==> config.mk <==
export PLATFORM = sky130hd
export DESIGN_NAME = regfile_2r1w
export DESIGN_NICKNAME = d
export VERILOG_FILES = /design/src/rtl/regfile_2r1w.sv
export SDC_FILE = /design/constraint.sdc
export NUM_CORES = 1
export LEC_CHECK = 0
export CAP_MARGIN = 20
export CORE_UTILIZATION = 25
export CTS_CLUSTER_SIZE = 10
export DETAILED_ROUTE_END_ITERATION = 8
export PLACE_DENSITY = 0.41
export SYNTH_ARGS = -nofsm -noshare
export SYNTH_HDL_FRONTEND = slang
export SYNTH_SLANG_ARGS = --single-unit
==> constraint.sdc <==
create_clock -name clk -period 5.7 [get_ports clk]
set_input_delay 0.57 -clock clk [delete_from_list [all_inputs] [get_ports clk]]
set_output_delay 0.57 -clock clk [all_outputs]
set_load 0.02 [all_outputs]
Figure 1. Metal 1 (run 1).
Scale bar: 100 um. Supply wires on this layer in gray.
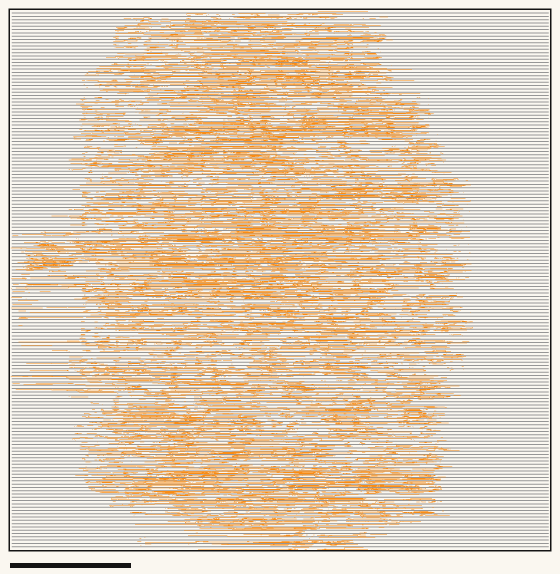
nets with wire on the layer	3046
main direction	horizontal
longest straight run	127 um
share of all routed wire	43%
wire length on this layer	82.8 mm
GR Util met1: 25.5%
drt total wl: 192000 um

Figure 2. Metal 2 (run 1).
Scale bar: 100 um.
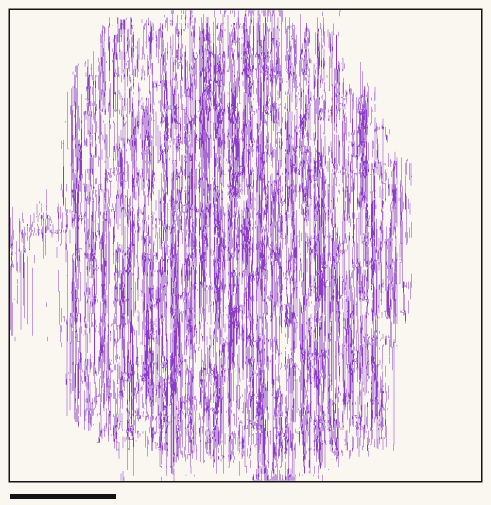
nets with wire on the layer	2756
main direction	vertical
M2 GR Usage: 32.5%
vias post-DR: 30000

Figure 3. Met3 routing (run 1).
Cells faint in the background.
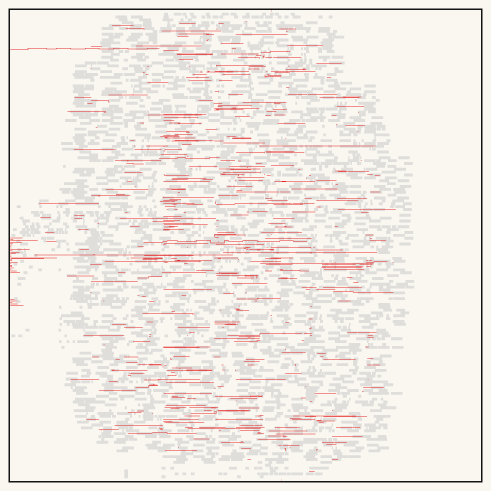
wire length on this layer	9310 um
main direction	horizontal
nets with wire on the layer	292
longest straight run	188 um
M3 GR Usage: 2.02%

Figure 4. Metal 4 (run 1).
Scale bar: 100 um. Supply wires on this layer in gray.
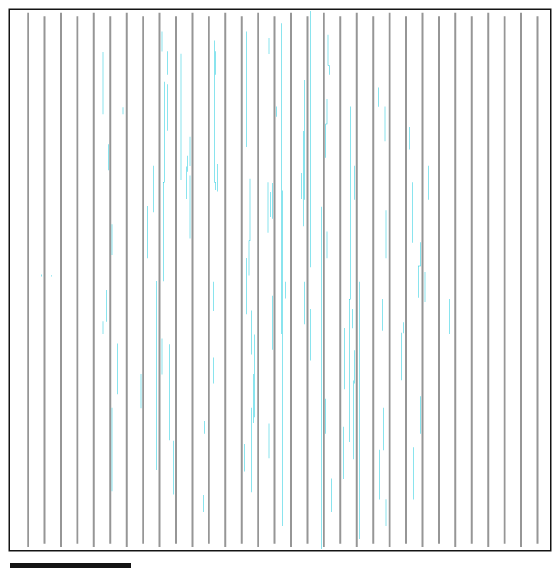
wire length on this layer	4720 um
nets with wire on the layer	44

==> impl_metrics.tcl <==
# metrics dict for downstream scripts
set metrics [dict create \
    status "completed" \
    setup_viol_count_final 0 \
    flop_cell "edfxtp_1" \
    whs_ns 0.460 \
    path_common_cell "nand3_1" \
    dieHeight_um 446 \
    yosysTopAreaCellShare_pct 62.4 \
    syn_inst 2965 \
    root_buffer "clkbuf_16" \
    ys_area_um2 49300 \
    drc 0 \
    hpwlAfterDp_um 119000 \
    hold_buffers 0 \
    fill_cells 19400 \
    postCtsSetupBuffers 0 \
    switching_share_pct 23.5 \
    critPathKind "flip-flop to output port" \
    core_util_floorplan_pct 25.2 \
    reg2regPathDepth 6 \
    worst-path-stages 6 \
    gp_congestion 0.814 \
    fin_setup_tns_ns 0 \
    area_leaders "edfxtp_1 (62%), mux4_2 (12%), mux2i_1 (10%), a22oi_1 (2.9%), mux2_2 (1.9%)" \
    endpoint_kind "output port" \
    p_comb_share_pct 7.8 \
    power_density_nw_per_um2 288 \
    drv_cap 0 \
    tool_warnings 27 \
    synth_flop_count 1032 \
    critical-path-slowest-cell "a32oi_1" \
    ir_drop_v 0.000245 \
    power.switching_w 0.00391 \
    area_growth_pct 17.3 \
    post_drt_wl_per_cell_um 33.0 \
    cp-start-kind "flip-flop" \
    slew_viol_final 0 \
    grt_pass1_wl_um 261000 \
    cp_max_fo 14 \
    skew_ns 0.0257 \
    top_area_cell "edfxtp_1" \
    synth_cell_types 51 \
    coreArea_um2 195000 \
    largest_reg_flops 1024 \
    r2r_setup_slack_ns 2.13 \
    postRouteAntennaNets 0 \
    maxSlewHeadroom_pct 22.3 \
    rows 162 \
    worstMarginPinSlew_ns 1.17 \
    comb_area_um2 17200 \
    fmax_mhz 216 \
    power_frac_seq_pct 50.1 \
    common_cells "edfxtp_1 (1024), mux2i_1 (508), mux4_2 (256)" \
    path_buffers 2 \
    ys_seq_share_pct 62.7 \
    ys_cells 2965 \
    vias_per_cell 5.15 \
    clock-sinks 1032 \
    crit_arrival_ns 4.06 \
    io_buffers 117 \
    dieArea_um2 199000 \
    antenna_found_initial 3 \
    clkTransAtPathRegs_ns 0.06 \
    dr.pass1.iters 5 \
    crit_family "buffers and inverters" \
    mappedNetlistArea_um2 49300 \
    finalCriticalPeriod_ns 4.63 \
    gr-usage-all-layers_pct 19.0 \
    grt_setup_unrepaired "false" \
    syn-num-nets 3019 \
    power_leakage_nw 18.6 \
    yosys_warnings 0 \
    min_delay_path_depth 3 \
    hold_viol_final 0 \
    die_w_um 446 \
    htreeDepth 3 \
    final-seq-area_um2 30900 \
    cpPeakStageDelay_ns 0.95 \
    grt_max_degree 100 \
    nets 3185 \
    clk_path_buf_depth 3 \
    syn_avg_cell_area_um2 16.6 \
    drtIter0Drc 2820 \
    dp.cells 5624 \
    yosysMostFrequentCell "edfxtp_1" \
    grt_pass1_vias 30800 \
    cp_data_required_time_ns 5.13 \
    io-pin-count 118 \
    pwr-share-clk_pct 42.1 \
    clock_latency_ns 0.76 \
    intPower_w 0.0127 \
    grt_overflow_total 0 \
    edf_count 1024 \
    period_used_pct 81.2 \
    post_cts_resized 0 \
    cts_inserted_buffers 120 \
    drive_gt1_share_pct 22.4 \
    cp_cell_sequence "nand3_1 -> nor3_2 -> buf_4 -> nand3_1 -> a32oi_1 -> clkdlybuf4s50_1" \
    final_cell_count_no_fill 5814 \
    hold_class "input pin to flip-flop" \
    cts_tree "built" \
    async_flop_share_pct 0 \
]
[run 1: power groups by stage]
stage	clock network (W)	registers, W	logic, W
after floorplan	0	0.00849	0.000800
after global placement	0	0.00849	0.00131
after detailed placement	0	0.00849	0.00130
after CTS	0.00717	0.00833	0.00130
after global routing	0.00741	0.00834	0.00135
final	0.00700	0.00834	0.00129
[run 1: layout make-up]
| class | instances | area share (%) |
|---|---|---|
| Timing Repair Buffer | 280 | 5.18 |
| Sequential cell | 1032 | 53.5 |
| Multi-Input combinational cell | 1693 | 29.8 |
| Clock buffer | 156 | 5.57 |
| Inverter | 4 | 0.0281 |
| Antenna cell | 3 | 0.0130 |
| Tap cell | 2624 | 5.68 |
| Clock inverter | 22 | 0.238 |
[run 1: layer usage]
layer,up-vias,global-route usage (%),share of wire (%)
li1,12500,-,-
met2,1005,32.5,50
met5,-,0,0.0042
met3,212,2.02,4.9
met4,2,5.05,2.5
met1,16200,25.5,43
[run 1: cell families after synthesis]
kind of cell | after synthesis | synth area share [%]
AOI/OAI and AO/OA | 446 | 6.39
xor gates and xnor gates | 3 | 0.0533
adders and majority gates | 2 | 0.0508
buffers and inverters | 240 | 2.97
DFF | 1032 | 62.7
muxes | 848 | 23.9
and+or+nand+nor | 394 | 3.86
[run 1: cells in the final DEF, fill, tap and decap left out, types with 7 or more instances in the layout]
master	count
edfxtp_1	1024
mux2i_1	508
mux4_2	256
a22oi_1	191
nand2_1	148
buf_4	126
clkbuf_16	125
clkdlybuf4s50_1	106
mux2_2	84
nand3_1	75
a21oi_1	67
a31oi_1	44
a32oi_1	44
nand2b_1	36
and2_1	35
nor2_4	35
clkbuf_1	31
buf_12	28
o21ai_0	23
and3_1	20
o31a_1	19
o22ai_1	18
o221ai_1	18
o211ai_1	14
clkinv_1	12
buf_16	10
or2_2	9
dfxtp_1	7
[run 1: through the flow]
| stage | setup slack [ns] | total power [W] | cell area [um2] | util [%] |
|---|---|---|---|---|
| finish | 1.07 | 0.0166 | 57800 | 29.6 |
| global route | 1.01 | 0.0171 | 57800 | 29.6 |
| CTS | 0.926 | 0.0168 | 57600 | 29.5 |
| detailed placement | 1.08 | 0.00979 | 54200 | 27.7 |
| global placement | 1.10 | 0.00980 | 54100 | 27.7 |
| floorplan | 2.73 | 0.00928 | 49300 | - |
[run 1: tightest hold or removal path, delay by kind of cell]
kind	cells	cell delay [ns]
buf+inv	1	0.45
simple gates	2	0.13
Power and IR drop assume default switching activity.
